### Close-up of the layout

Scale bar: 10 um. Window x 14 to 39, y 14 to 39 um. Cells in gray, sequential cells in the stronger gray; small squares are vias.
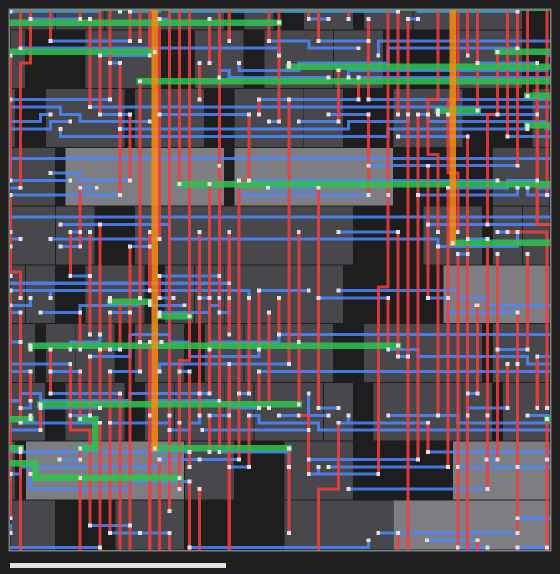
### Wires at chosen ports, followed through buffers

Scale bar: 20 um.
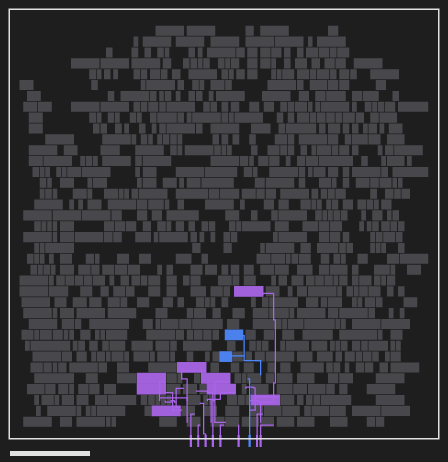
### Gate-type map

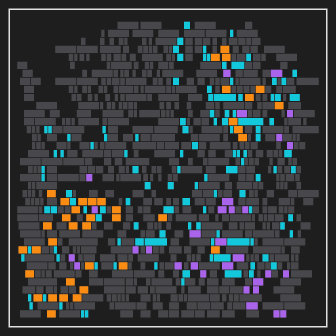
### Where the registers sit

Scale bar: 20 um. Other sequential cells in the stronger gray, the rest of the logic in the fainter gray.
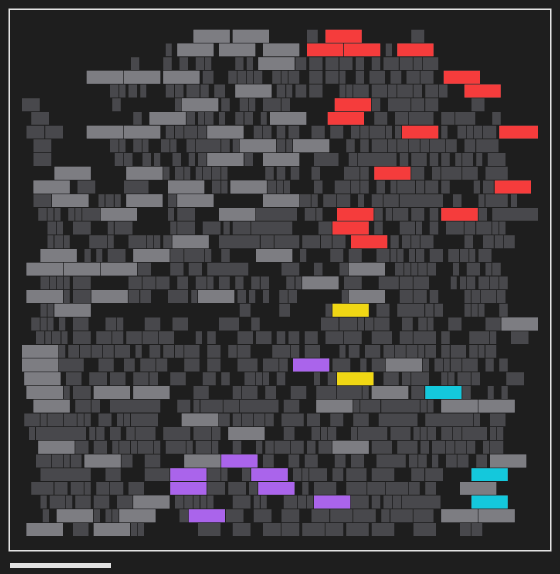
### Routing congestion

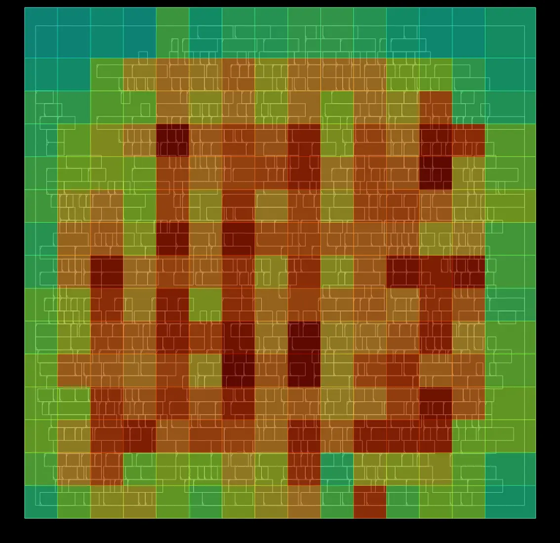
File: src/rtl/spi_start_seq_pkg.sv
// Shared definitions for the SPI start sequencer: register map, CONF bits,
// FSM state encoding and counter width.
package spi_start_seq_pkg;

  localparam int unsigned ADDR_VERSION   = 0;
  localparam int unsigned ADDR_START     = 1;
  localparam int unsigned ADDR_CONF      = 2;
  localparam int unsigned ADDR_DELAY_LO  = 3;
  localparam int unsigned ADDR_DELAY_HI  = 4;
  localparam int unsigned ADDR_PERIOD_LO = 5;
  localparam int unsigned ADDR_PERIOD_HI = 6;
  localparam int unsigned ADDR_REPEAT_LO = 7;
  localparam int unsigned ADDR_REPEAT_HI = 8;
  localparam int unsigned ADDR_COUNT_LO  = 9;
  localparam int unsigned ADDR_COUNT_HI  = 10;

  localparam int unsigned CONF_WAIT_SEN  = 0;
  localparam int unsigned CONF_ARM_EXT   = 1;

  localparam int unsigned COUNT_W        = 16;

  typedef enum logic [2:0] {
    ST_IDLE,
    ST_ARMED,
    ST_DELAY,
    ST_PULSE,
    ST_WAITSEN,
    ST_GAP
  } state_t;

endpackage

File: src/rtl/spi_start_seq_core_sync_edge.sv
// Two-flop synchroniser for an asynchronous input, followed by a one-cycle
// edge pulse whose polarity is selected by FALLING.
module sync_edge #(
  parameter bit FALLING = 1'b0
) (
  input  logic clk,
  input  logic rst,
  input  logic d,
  output logic pulse
);

  logic [2:0] sr;

  always_ff @(posedge clk) begin
    if (rst) sr <= '0;
    else     sr <= {sr[1:0], d};
  end

  // sr[1] is the synchronised level, sr[2] its previous value
  assign pulse = FALLING ? (~sr[1] & sr[2]) : (sr[1] & ~sr[2]);

endmodule

File: src/rtl/spi_start_seq_core.sv
// Bus-programmable sequencer generating EXT_START pulses for the SPI block:
// start delay, fixed-width pulses, programmable gap and optional SEN hand-off.
module spi_start_seq_core
  import spi_start_seq_pkg::*;
#(
  parameter int unsigned ABUSWIDTH = 16,
  parameter int unsigned PULSE_LEN = 8,
  parameter logic [7:0]  VERSION   = 8'd1
) (
  input  logic                 BUS_CLK,
  input  logic                 BUS_RST,
  input  logic [ABUSWIDTH-1:0] BUS_ADD,
  input  logic [7:0]           BUS_DATA_IN,
  output logic [7:0]           BUS_DATA_OUT,
  input  logic                 BUS_RD,
  input  logic                 BUS_WR,
  input  logic                 SEN_IN,
  input  logic                 TRIG_IN,
  output logic                 EXT_START,
  output logic                 BUSY
);

  localparam logic [15:0] PULSE_LAST = 16'(PULSE_LEN - 1);

  logic               rst;
  logic               soft_rst;
  logic               start_wr;
  logic [1:0]         conf;
  logic [15:0]        delay_reg;
  logic [15:0]        period_reg;
  logic [15:0]        repeat_reg;
  logic [COUNT_W-1:0] count;
  logic [15:0]        cnt;
  logic               done;
  logic               sen_fall;
  logic               trig_rise;
  state_t             state;

  // The write strobe itself resets, so the soft reset is visible right after the write edge
  assign soft_rst = BUS_WR && (BUS_ADD == ABUSWIDTH'(ADDR_VERSION));
  assign rst      = BUS_RST || soft_rst;
  assign start_wr = BUS_WR && (BUS_ADD == ABUSWIDTH'(ADDR_START));

  sync_edge #(.FALLING(1'b1)) u_sen_sync (
    .clk   (BUS_CLK),
    .rst   (rst),
    .d     (SEN_IN),
    .pulse (sen_fall)
  );

  sync_edge #(.FALLING(1'b0)) u_trig_sync (
    .clk   (BUS_CLK),
    .rst   (rst),
    .d     (TRIG_IN),
    .pulse (trig_rise)
  );

  always_ff @(posedge BUS_CLK) begin
    if (rst) begin
      conf       <= '0;
      delay_reg  <= '0;
      period_reg <= '0;
      repeat_reg <= '0;
    end else if (BUS_WR) begin
      case (BUS_ADD)
        ABUSWIDTH'(ADDR_CONF):      conf             <= BUS_DATA_IN[1:0];
        ABUSWIDTH'(ADDR_DELAY_LO):  delay_reg[7:0]   <= BUS_DATA_IN;
        ABUSWIDTH'(ADDR_DELAY_HI):  delay_reg[15:8]  <= BUS_DATA_IN;
        ABUSWIDTH'(ADDR_PERIOD_LO): period_reg[7:0]  <= BUS_DATA_IN;
        ABUSWIDTH'(ADDR_PERIOD_HI): period_reg[15:8] <= BUS_DATA_IN;
        ABUSWIDTH'(ADDR_REPEAT_LO): repeat_reg[7:0]  <= BUS_DATA_IN;
        ABUSWIDTH'(ADDR_REPEAT_HI): repeat_reg[15:8] <= BUS_DATA_IN;
        default: ;
      endcase
    end
  end

  always_ff @(posedge BUS_CLK) begin
    if (rst) begin
      BUS_DATA_OUT <= '0;
    end else if (BUS_RD) begin
      case (BUS_ADD)
        ABUSWIDTH'(ADDR_VERSION):   BUS_DATA_OUT <= VERSION;
        ABUSWIDTH'(ADDR_START):     BUS_DATA_OUT <= {6'b0, done, BUSY};
        ABUSWIDTH'(ADDR_CONF):      BUS_DATA_OUT <= {6'b0, conf};
        ABUSWIDTH'(ADDR_DELAY_LO):  BUS_DATA_OUT <= delay_reg[7:0];
        ABUSWIDTH'(ADDR_DELAY_HI):  BUS_DATA_OUT <= delay_reg[15:8];
        ABUSWIDTH'(ADDR_PERIOD_LO): BUS_DATA_OUT <= period_reg[7:0];
        ABUSWIDTH'(ADDR_PERIOD_HI): BUS_DATA_OUT <= period_reg[15:8];
        ABUSWIDTH'(ADDR_REPEAT_LO): BUS_DATA_OUT <= repeat_reg[7:0];
        ABUSWIDTH'(ADDR_REPEAT_HI): BUS_DATA_OUT <= repeat_reg[15:8];
        ABUSWIDTH'(ADDR_COUNT_LO):  BUS_DATA_OUT <= count[7:0];
        ABUSWIDTH'(ADDR_COUNT_HI):  BUS_DATA_OUT <= count[15:8];
        default:                    BUS_DATA_OUT <= '0;
      endcase
    end
  end

  always_ff @(posedge BUS_CLK) begin
    if (rst) begin
      state     <= ST_IDLE;
      cnt       <= '0;
      count     <= '0;
      done      <= 1'b0;
      EXT_START <= 1'b0;
      BUSY      <= 1'b0;
    end else begin
      case (state)
        ST_IDLE: begin
          if (start_wr) begin
            count <= '0;
            done  <= 1'b0;
            cnt   <= delay_reg;
            BUSY  <= 1'b1;
            state <= conf[CONF_ARM_EXT] ? ST_ARMED : ST_DELAY;
          end
        end
        ST_ARMED: begin
          // DELAY is re-sampled here since it may have been rewritten while armed
          if (trig_rise) begin
            cnt   <= delay_reg;
            state <= ST_DELAY;
          end
        end
        ST_DELAY: begin
          if (cnt == '0) begin
            EXT_START <= 1'b1;
            cnt       <= PULSE_LAST;
            count     <= count + 1'b1;
            state     <= ST_PULSE;
          end else begin
            cnt <= cnt - 1'b1;
          end
        end
        ST_PULSE: begin
          if (cnt == '0) begin
            EXT_START <= 1'b0;
            if ((repeat_reg != '0) && (count == repeat_reg)) begin
              done  <= 1'b1;
              BUSY  <= 1'b0;
              state <= ST_IDLE;
            end else if (conf[CONF_WAIT_SEN]) begin
              state <= ST_WAITSEN;
            end else begin
              cnt   <= period_reg;
              state <= ST_GAP;
            end
          end else begin
            cnt <= cnt - 1'b1;
          end
        end
        ST_WAITSEN: begin
          // A synchronised falling edge implies SEN was high, so one edge covers both cases
          if (sen_fall) begin
            cnt   <= period_reg;
            state <= ST_GAP;
          end
        end
        ST_GAP: begin
          if (cnt == '0) begin
            EXT_START <= 1'b1;
            cnt       <= PULSE_LAST;
            count     <= count + 1'b1;
            state     <= ST_PULSE;
          end else begin
            cnt <= cnt - 1'b1;
          end
        end
        default: begin
          EXT_START <= 1'b0;
          BUSY      <= 1'b0;
          state     <= ST_IDLE;
        end
      endcase
    end
  end

endmodule
File: config.mk
export PLATFORM = sky130hd
export DESIGN_NAME = spi_start_seq_core
export DESIGN_NICKNAME = d
export VERILOG_FILES = /design/src/rtl/spi_start_seq_pkg.sv /design/src/rtl/spi_start_seq_core_sync_edge.sv /design/src/rtl/spi_start_seq_core.sv
export SDC_FILE = /design/constraint.sdc
export NUM_CORES = 1
export LEC_CHECK = 0
export CAP_MARGIN = 10
export CORE_MARGIN = 2
export CORE_UTILIZATION = 54
export DETAILED_ROUTE_END_ITERATION = 16
export GPL_TIMING_DRIVEN = 0
export PLACE_DENSITY = 0.88
export SKIP_CTS_REPAIR_TIMING = 1
export SLEW_MARGIN = 20
export SYNTH_ARGS = -nofsm -noshare
export SYNTH_HDL_FRONTEND = slang
export SYNTH_SLANG_ARGS = --single-unit
File: constraint.sdc
create_clock -name BUS_CLK -period 2.5 [get_ports BUS_CLK]
set_input_delay 0.625 -clock BUS_CLK [delete_from_list [all_inputs] [get_ports BUS_CLK]]
set_output_delay 0.625 -clock BUS_CLK [all_outputs]
set_load 0.02 [all_outputs]
==> impl_metrics.toml <==
# flow metrics
[worst_setup_path]
crit_buf_inv = 3
critical_path.startpoint = "BUS_ADD[1]"
crit_family = "buffers and inverters"
crit_slowest_cell = "clkdlybuf4s50_1"
crit_type = "primary input to flop"
r2r_setup_slack_ns = 0.03
crit_path_cell_trace = "clkdlybuf4s50_1, buf_2, clkbuf_4, mux2i_1, o21ai_0, nand2_1, o221ai_1, a21oi_1, o21ai_0"
crit_arrival_ns = 2.79
reg2reg_depth = 10
required_ns = 2.80

[die]
core_area_um2 = 10320
n_tap_cell = 136
die_x_um = 107.2

[clock_tree]
cts_tree = "built"

[placed_design]
hpwlAfterDp_um = 13870
io_buffers = 39
dp_slack_ns = -1.116

[sta]
finalMaxSlewViolations = 0
setup_viol = 0
worst_hold_slack_ns = 0.4346
setup-tns-final_ns = 0
min_period_ns = 2.490
finClkSkew_ns = 0.01645

[routing]
top_layer = "met4"
wl_met3_um = 1726
post_drt_wl_per_cell_um = 21.02
dr.first_iter.drc_count = 716

[logic_synthesis]
synthesis.area_um2 = 5752
synth-adder-area-share = 0.004351
most_common_cell = "dfxtp_1"
xor_share = 0.05786
edf_count = 0
top_area_cell = "dfxtp_1"

[power]
total_power_mw = 2.803
p_int_mw = 2.065
p_comb_uw = 178
pwr-share-comb = 0.064
clk-power_uw = 996
netSwitchingFraction = 0.2632

[finish]
buffers = 103
final-comb-area_um2 = 3689
layout-drive-gt1-share = 0.1601
nMultiInputCombCells = 555

[worst_hold_path]
hold_depth = 1
worstHoldEndpoint = "u_sen_sync.sr[1]"
holdCritPathClass = "flop to flop"

[run]
maxCapViolations = 0

[status]
outcome = "complete, no violations"

[global_routing]
grt-ovfl-total = 0
grt_antenna_before_repair = 0
Notes on 'Close-up of the layout' above:
Blue shows M1. Orange shows M4. Green shows M3. Red shows M2.
Sequential cells in the window: 6. Netlist names of flops here include count (5), BUS_DATA_OUT (1). 50 logic cells have their middle in the window. Most frequent: dfxtp_1 (6), xnor2_1 (6), nor2_1 (5).

Notes on 'Wires at chosen ports, followed through buffers' above:
Purple shows BUS_DATA_OUT, bits 8, direction output, end cells 8, buffers 8, wire 199 um. Blue shows BUS_RST, bits 1, direction input, end cells 2, buffers 1, wire 32.9 um.

Notes on 'Gate-type map' above:
Purple shows and/or cells, cells 31. Cyan shows nor cells, cells 114, where widely spread. Orange shows xor and xnor cells, cells 38, where widely spread.

Notes on 'Where the registers sit' above:
Yellow shows conf, sequential cells 2. Purple shows BUS_DATA_OUT, sequential cells 8, where south. Cyan shows u_trig_sync.sr, sequential cells 3. Red shows cnt, sequential cells 16.

Notes on 'Routing congestion' above:
met2 usage: 0.5217
Total GRT Usage: 0.3320
met3 usage: 0.06687

## cells in the final DEF, fill, tap and decap left out, types with 6 or more instances in the layout
master and count:
nor3_1 22, nor2b_1 13, nand2b_1 7, clkbuf_2 20, nand4_1 13, a22oi_1 9
and2_1 6, a21oi_1 63, buf_2 8, and3_1 7, clkbuf_1 11, buf_4 19
xor2_1 15, dfxtp_1 101, nor2_1 55, a31oi_1 7, nand2_1 89, nand3_1 40
mux2i_1 25, clkdlybuf4s50_1 24, a211oi_1 27, xnor2_1 23, clkbuf_8 9, inv_1 9
dlymetal6s2s_1 11, nor4_1 8, o21ai_0 21
No activity file was given, so power comes from the tool's default toggle rates.
